Figure 1. Placed standard cells (run 1).
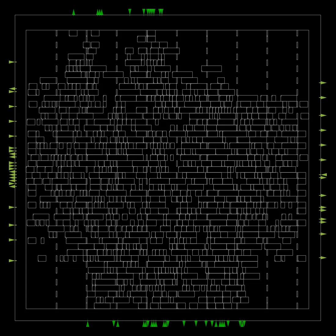
Figure 2. Routed metal, one colour a layer (run 1).
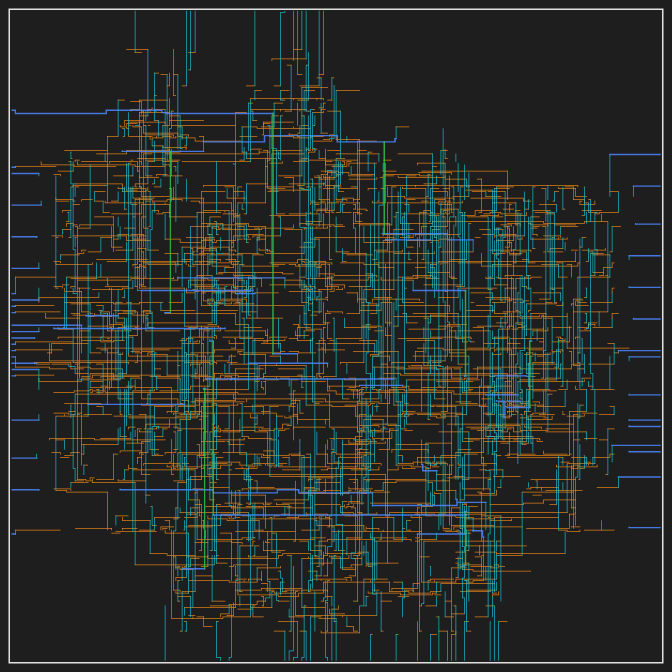
Figure 3. Sizing map (run 1).
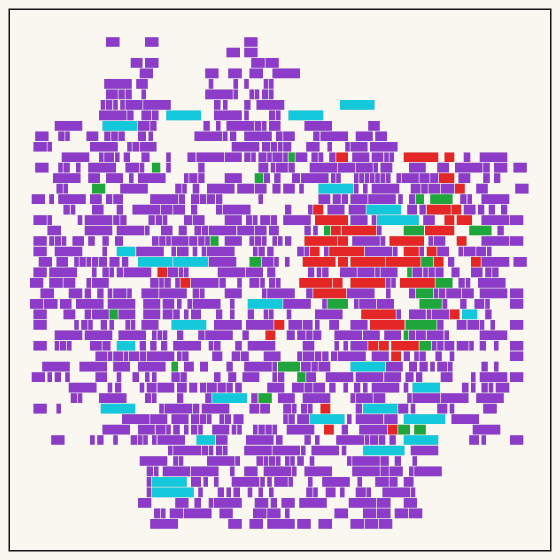
Figure 4. Placement by cell class (run 1).
Fill, decap, tap and diode cells in grey.
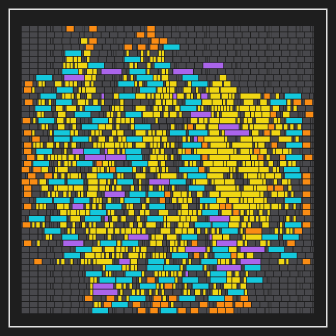
## config.mk

```make
export PLATFORM = sky130hd
export DESIGN_NAME = sprite_blit
export DESIGN_NICKNAME = d
export VERILOG_FILES = /design/src/rtl/sprite_blit.sv
export SDC_FILE = /design/constraint.sdc
export NUM_CORES = 1
export LEC_CHECK = 0
export CAP_MARGIN = 0
export CORE_MARGIN = 5
export CORE_UTILIZATION = 40
export DETAILED_ROUTE_END_ITERATION = 12
export MAX_ROUTING_LAYER = met4
export PLACE_DENSITY = 0.69
export REMOVE_ABC_BUFFERS = 1
export SYNTH_ARGS = -nofsm -noshare
export SYNTH_HDL_FRONTEND = slang
export SYNTH_SLANG_ARGS = --single-unit
export TNS_END_PERCENT = 10
```

## constraint.sdc

```tcl
create_clock -name clk -period 3.3 [get_ports clk]
set_clock_uncertainty 0.05 [all_clocks]
set_input_delay 0.33 -clock clk [delete_from_list [all_inputs] [get_ports clk]]
set_output_delay 0.33 -clock clk [all_outputs]
set_load 0.005 [all_outputs]
```

## src/rtl/sprite_blit.sv

```systemverilog
// sprite_blit: copies one sprite from a synchronous ROM into the framebuffer
// with X/Y integer scaling, H/V flip and signed placement clipped to screen.
// Ports: clk, rst (sync, active-low); start/busy/done handshake;
// sx/sy signed position, scale_x/scale_y (scale-1), flip_h/flip_v;
// spr_addr/spr_data ROM port (1-cycle read); fb_addr/fb_pix/fb_we/fb_ready
// framebuffer write port with backpressure.
// Option: define SPRITE_BLIT_HALF_FB_EN for a half-resolution packed fb_addr.
module sprite_blit #(
  parameter int CORDW      = 10,
  parameter int SPR_WIDTH  = 32,
  parameter int SPR_HEIGHT = 32,
  parameter int SPR_DATAW  = 4,
  parameter int SCALEW     = 3,
  parameter int SCREEN_W   = 800,
  parameter int SCREEN_H   = 480,
  parameter int FB_ADDRW   = 19,
  parameter logic [SPR_DATAW-1:0] TRANSP = '1
) (
  input  logic                    clk,
  input  logic                    rst,
  input  logic                    start,
  input  logic signed [CORDW:0]   sx,
  input  logic signed [CORDW:0]   sy,
  input  logic [SCALEW-1:0]       scale_x,
  input  logic [SCALEW-1:0]       scale_y,
  input  logic                    flip_h,
  input  logic                    flip_v,
  output logic                    busy,
  output logic                    done,
  output logic [$clog2(SPR_WIDTH*SPR_HEIGHT)-1:0] spr_addr,
  input  logic [SPR_DATAW-1:0]    spr_data,
  output logic [FB_ADDRW-1:0]     fb_addr,
  output logic [SPR_DATAW-1:0]    fb_pix,
  output logic                    fb_we,
  input  logic                    fb_ready
);

  localparam int XB  = $clog2(SPR_WIDTH);
  localparam int YB  = $clog2(SPR_HEIGHT);
  localparam int WXW = XB + SCALEW;
  localparam int WYW = YB + SCALEW;
  localparam int CW  = CORDW + 2;
  localparam logic [CW-1:0] SW_C = CW'(SCREEN_W);
  localparam logic [CW-1:0] SH_C = CW'(SCREEN_H);
  localparam logic [FB_ADDRW-1:0] PITCH = FB_ADDRW'(SCREEN_W);

  typedef enum logic [1:0] {IDLE, RUN, FLUSH, DONE} state_t;

  state_t state, nstate;

  logic [CORDW:0]       sx_q, sy_q;
  logic [SCALEW-1:0]    scx, scy;
  logic                 fh, fv;
  logic [XB-1:0]        rx, cx;
  logic [YB-1:0]        ry, cy;
  logic [SCALEW-1:0]    subx, suby;
  logic [WXW-1:0]       wx;
  logic [WYW-1:0]       wy;
  logic                 flush_cnt;
  logic                 s1_v;
  logic [CW-1:0]        s1_x, s1_y;
  logic [CW-1:0]        x0, y0;
  logic                 stl_q;
  logic [SPR_DATAW-1:0] hold_pix, pix1;
  logic [FB_ADDRW-1:0]  lin, fa;
  logic                 stall, col_end, row_end, last;
  logic                 inx, iny;

  assign stall   = fb_we & ~fb_ready;
  assign col_end = (subx == scx) && (rx == XB'(SPR_WIDTH-1));
  assign row_end = (suby == scy) && (ry == YB'(SPR_HEIGHT-1));
  assign last    = col_end && row_end;

  // Power-of-two sprite: W-1-rx is the bitwise inverse
  assign cx       = fh ? ~rx : rx;
  assign cy       = fv ? ~ry : ry;
  assign spr_addr = {cy, cx};

  assign x0 = {sx_q[CORDW], sx_q} + CW'(wx);
  assign y0 = {sy_q[CORDW], sy_q} + CW'(wy);

  // The ROM keeps reading while stalled, so the stage-1 word is
  // parked on the first stall cycle and replayed until release.
  assign pix1 = stl_q ? hold_pix : spr_data;

  assign inx = !s1_x[CW-1] && (s1_x < SW_C);
  assign iny = !s1_y[CW-1] && (s1_y < SH_C);
  assign lin = FB_ADDRW'(s1_x) + FB_ADDRW'(s1_y) * PITCH;

`ifdef SPRITE_BLIT_HALF_FB_EN
  assign fa = lin >> 1;
`else
  assign fa = lin;
`endif

  always_ff @(posedge clk) begin
    if (!rst) state <= IDLE;
    else      state <= nstate;
  end

  always_comb begin
    nstate = state;
    busy   = 1'b0;
    done   = 1'b0;
    unique case (state)
      IDLE:  if (start) nstate = RUN;
      RUN: begin
        busy = 1'b1;
        if (!stall && last) nstate = FLUSH;
      end
      FLUSH: begin
        busy = 1'b1;
        if (!stall && flush_cnt) nstate = DONE;
      end
      DONE: begin
        done   = 1'b1;
        nstate = IDLE;
      end
    endcase
  end

  always_ff @(posedge clk) begin
    if (!rst) begin
      sx_q <= '0; sy_q <= '0;
      scx <= '0; scy <= '0;
      fh <= 1'b0; fv <= 1'b0;
      rx <= '0; ry <= '0;
      subx <= '0; suby <= '0;
      wx <= '0; wy <= '0;
      flush_cnt <= 1'b0;
      s1_v <= 1'b0; s1_x <= '0; s1_y <= '0;
      stl_q <= 1'b0; hold_pix <= '0;
      fb_we <= 1'b0; fb_addr <= '0; fb_pix <= '0;
    end else begin
      if (state == IDLE && start) begin
        sx_q <= sx; sy_q <= sy;
        scx <= scale_x; scy <= scale_y;
        fh <= flip_h; fv <= flip_v;
        rx <= '0; ry <= '0;
        subx <= '0; suby <= '0;
        wx <= '0; wy <= '0;
        flush_cnt <= 1'b0;
      end
      if (!stall) begin
        if (state == RUN) begin
          wx <= col_end ? '0 : wx + WXW'(1);
          if (subx == scx) begin
            subx <= '0;
            rx   <= rx + XB'(1);
          end else begin
            subx <= subx + SCALEW'(1);
          end
          if (col_end) begin
            wy <= row_end ? '0 : wy + WYW'(1);
            if (suby == scy) begin
              suby <= '0;
              ry   <= ry + YB'(1);
            end else begin
              suby <= suby + SCALEW'(1);
            end
          end
        end
        if (state == FLUSH) flush_cnt <= 1'b1;
        s1_v    <= (state == RUN);
        s1_x    <= x0;
        s1_y    <= y0;
        fb_we   <= s1_v && (pix1 != TRANSP) && inx && iny;
        fb_addr <= fa;
        fb_pix  <= pix1;
      end
      stl_q <= stall;
      if (!stl_q) hold_pix <= spr_data;
    end
  end

endmodule

```

==> reports/qor.tcl, run 1 <==
set qor(outcome) {completed}
set qor(cts_root_buf) {clkbuf_16}
set qor(detail_route.first_pass.iterations) 4
set qor(timing_worst_slew_pin_value_ns) 0.647
set qor(fp.dieH_um) 140
set qor(min_hold_slack_ns) 0.397
set qor(synth.logic.top_family) {simple AND/OR/NAND/NOR gates}
set qor(r2r-start) {s1_y[3]}
set qor(rr_worst_depth) 13
set qor(synth_top_flop_cell) {dfxtp_1}
set qor(critPathLaunch) {s1_y[3]}
set qor(irDropWorstVdd_uv) 367
set qor(clk_pin_slew_worst_paths_ns) 0.05
set qor(number_of_buffers_and_inverters_on_the_critical_path) 2
set qor(fraction_of_met3_tracks_used_by_global_routing_pct) 4.46
set qor(worst-setup-path-type) {reg2reg}
set qor(layout.nonclk_buf_share_pct) 10.9
set qor(final-max-slew-violation-count) 0
set qor(antenna_violations_before_repair) 0
set qor(clock_power_share_pct) 37.4
set qor(critPathCapture) {fb_addr[18]}
set qor(totalWireLength_um) 15800
set qor(detailed_route_via_count) 5819
set qor(multi_input_comb_cells) 628
set qor(ys_sh_xor_pct) 5.92
set qor(power.density_cell_area_mw_per_mm2) 602
set qor(final_net_count) 1032
set qor(clock_tree_area_fraction_pct) 7.17
set qor(gp_congestion) 0.841
set qor(synthSimpleGateAreaFrac_pct) 19.8
set qor(aggregate_negative_setup_slack_ns) 0
set qor(sh_comb_area_pct) 49.1
set qor(final_critical_path_setup_slack_ns) 0.103
set qor(die_w_um) 140
set qor(netlist_top_cells_count) {nand2_1 (128), dfxtp_1 (119), a21oi_1 (103)}
set qor(yosys.area_share.adder_pct) 15.3
set qor(wl_on_met1_um) 7140
set qor(largest_stage_delay_on_the_critical_path_ns) 0.51
set qor(synthesis.area_per_instance_um2) 8.14
set qor(largestPowerGroup) {the clock network}
set qor(max_cap_viol_count) 0
set qor(post-layout-total-power_mw) 5.25
set qor(critical_path.slowest_cell) {fa_1}
set qor(sequential_cell_total) 119
set qor(grt_max_degree) 69
set qor(synth.ff_latch_count) 119
set qor(ratio_of_cells_with_drive_above_1_in_the_final_layout_pct) 10.8
set qor(dpl_worst_slack_ns) -0.0949
## Picture notes: Figure 1
utilization after layout: 52.6%
post-layout instance count excluding filler cells: 1150
number of standard-cell rows in the floorplan: 47
filler instances: 1586
Tap Cells: 220

## Picture notes: Figure 2
[orange] metal 1 | wire length: 7140 um
[blue] metal 3 | wire length: 737 um
[green] metal 4 | wire length: 226 um
[cyan] metal 2 | wire length: 7740 um

## Picture notes: Figure 3
[cyan] _6 and larger | cells: 26 | share: 2.8% | most used: clkbuf_16
[purple] _0 and _1 cells | cells: 830 | share: 89% | most used: nand2_1
[green] _2 cells | cells: 27 | share: 2.9% | most used: or2_2
[red] _3 and _4 cells | cells: 47 | share: 5.1% | most used: buf_4

## Picture notes: Figure 4
[orange] other buffers and delay cells | cells: 100 | share of their area: 11%
[yellow] combinational and other logic | cells: 679 | share of their area: 53%
[cyan] flops | cells: 119 | share of their area: 28%
[purple] clock drivers and dummy loads | cells: 32 | share of their area: 7.4%

==> run 1: worst min-delay path, cell delays in order, from the launching register on <==
cell     delay (ns)
dfxtp_1        0.30
nand2_1        0.05
a21oi_1        0.05
==> run 1: sequential cells by signal, summed over array words and instances, names as in the netlist, 2 cells and up <==
name	cells
wx	8
sy_q	11
s1_y	12
fb_pix	4
fb_addr	19
suby	3
subx	3
scx	3
s1_x	12
sx_q	11
scy	3
state	2
rx	5
ry	5
hold_pix	4
wy	8
==> run 1: cell families (layout without fill, tap and decap cells) <==
family | after synthesis | count (layout)
compound gates | 209 | 209
xor+xnor | 45 | 45
fa+ha+maj | 77 | 77
buf+inv | 86 | 183
flops | 119 | 119
mux | 6 | 6
simple gates | 291 | 291
==> inputs of run 2 (changes only) <==
CTS_CLUSTER_DIAMETER = 120   (was default)
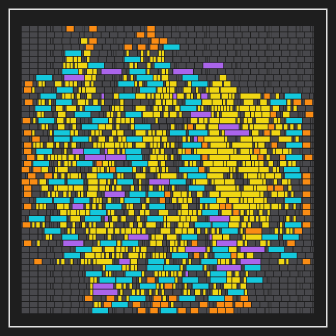
Figure 5: run 2, placement by cell class.
Fill, decap, tap and diode cells in grey.
[cyan] flops | cells: 119 | share of their area: 28%
[purple] clock drivers and dummy loads | cells: 32 | share of their area: 7.4%
[yellow] combinational and other logic | cells: 679 | share of their area: 53%
[orange] other buffers and delay cells | cells: 100 | share of their area: 11%

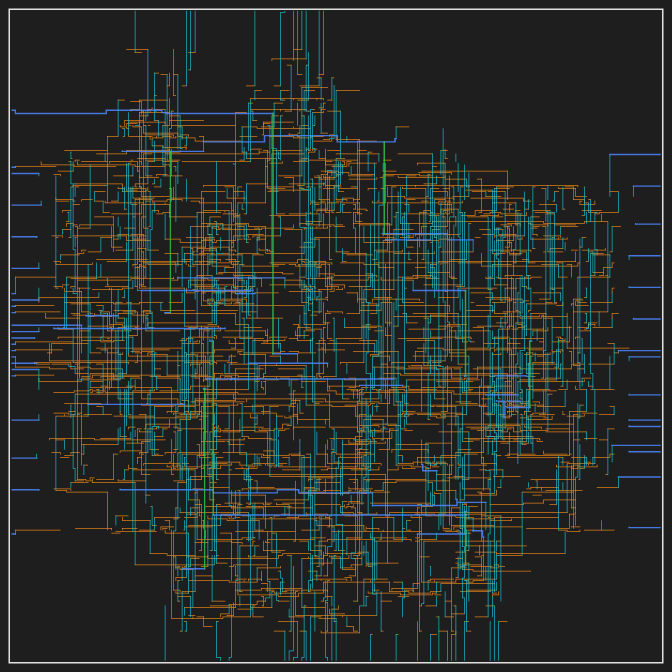
Figure 6: run 2, routed metal, one colour a layer.
[blue] metal 3 | wire length: 737 um
[green] metal 4 | wire length: 226 um
[cyan] metal 2 | wire length: 7740 um
[orange] metal 1 | wire length: 7140 um

==> run 2 against run 1 <==
Net effect: hold slack unchanged; wire length unchanged; area after synthesis did not move; fmax did not move; total power stayed put; die size unchanged; design area stayed put; register-to-register slack barely moved; count of clock-buffer cells in the layout unchanged; critical path type unchanged; highest routed layer unchanged.
==> reports/qor.tcl, run 2 <==
set qor(outcome) {completed}
set qor(irDropWorstVdd_uv) 367 ;# unchanged
set qor(sequential_cell_total) 119 ;# unchanged
set qor(die_w_um) 140 ;# unchanged
set qor(utilization_pct) 52.6 ;# unchanged
set qor(ratio_of_cells_with_drive_above_1_in_the_final_layout_pct) 10.8 ;# unchanged
set qor(fraction_of_met3_tracks_used_by_global_routing_pct) 4.46 ;# unchanged
set qor(clock_tree_area_fraction_pct) 7.17 ;# unchanged
set qor(reg_top3) {fb_addr (19), s1_x (12), s1_y (12)}
set qor(synth.ff_latch_count) 119 ;# unchanged
set qor(rows) 47 ;# unchanged
set qor(post-layout-total-power_mw) 5.25 ;# unchanged
set qor(netlist_top_cells_count) {nand2_1 (128), dfxtp_1 (119), a21oi_1 (103)}
set qor(largestPowerGroup) {the clock network}
set qor(cts_root_buf) {clkbuf_16}
set qor(layout.nonclk_buf_share_pct) 10.9 ;# unchanged
set qor(final-max-slew-violation-count) 0 ;# unchanged
set qor(largest_register_ff_count) 19 ;# unchanged
set qor(synthSimpleGateAreaFrac_pct) 19.8 ;# unchanged
set qor(yosys.area_share.adder_pct) 15.3 ;# unchanged
set qor(number_of_buffers_and_inverters_on_the_critical_path) 2 ;# unchanged
set qor(detail_route.first_pass.iterations) 4 ;# unchanged
set qor(min_hold_slack_ns) 0.397 ;# unchanged
set qor(synthesis.area_per_instance_um2) 8.14 ;# unchanged
set qor(gp_congestion) 0.841 ;# unchanged
set qor(power.density_cell_area_mw_per_mm2) 602 ;# unchanged
set qor(antenna_violations_before_repair) 0 ;# unchanged
set qor(final_critical_path_setup_slack_ns) 0.103 ;# unchanged
set qor(layout.filler_cells) 1586 ;# unchanged
set qor(dpl_worst_slack_ns) -0.0949 ;# unchanged
set qor(clock_power_share_pct) 37.4 ;# about the same
set qor(grt_max_degree) 69 ;# unchanged
set qor(synth_top_flop_cell) {dfxtp_1}
set qor(critical_path.slowest_cell) {fa_1}
set qor(yosysWarnings) 0
set qor(wl_on_met1_um) 7140 ;# unchanged
set qor(clk_pin_slew_worst_paths_ns) 0.05 ;# about the same
set qor(r2r-start) {s1_y[3]}
set qor(rr_worst_depth) 13 ;# unchanged
set qor(ys_sh_xor_pct) 5.92 ;# unchanged
set qor(multi_input_comb_cells) 628 ;# unchanged
set qor(aggregate_negative_setup_slack_ns) 0 ;# unchanged
==> run 2: cell counts in the layout (fill, tap and decap cells not counted) <==
Identical to the previous run, type by type.
==> run 2: worst max path at each step <==
| stage | startpoint | endpoint | slack [ns] |
|---|---|---|---|
| 2_1_floorplan | s1_y[6] | fb_addr[18] | -0.02 |
| 3_3_place_gp | s1_y[4] | fb_addr[18] | -0.04 |
| 3_5_place_dp | s1_y[4] | fb_addr[18] | -0.09 |
| 4_1_cts | s1_y[3] | fb_addr[18] | 0.007 |
| 5_1_grt | s1_y[5] | fb_addr[18] | -0.07 |
| 6_report | s1_y[3] | fb_addr[18] | 0.10 |
==> run 2: what timing repair did <==
item / 4_1_cts / 5_1_grt
pin swaps: 2 / 21
setup buffers: 0 / 4
setup endpoints to repair: 2 / 6
hold buffers: 0 / 0
gates resized: 5 / 30
Power figures rest on the tool's default switching activity, not on a simulated workload.
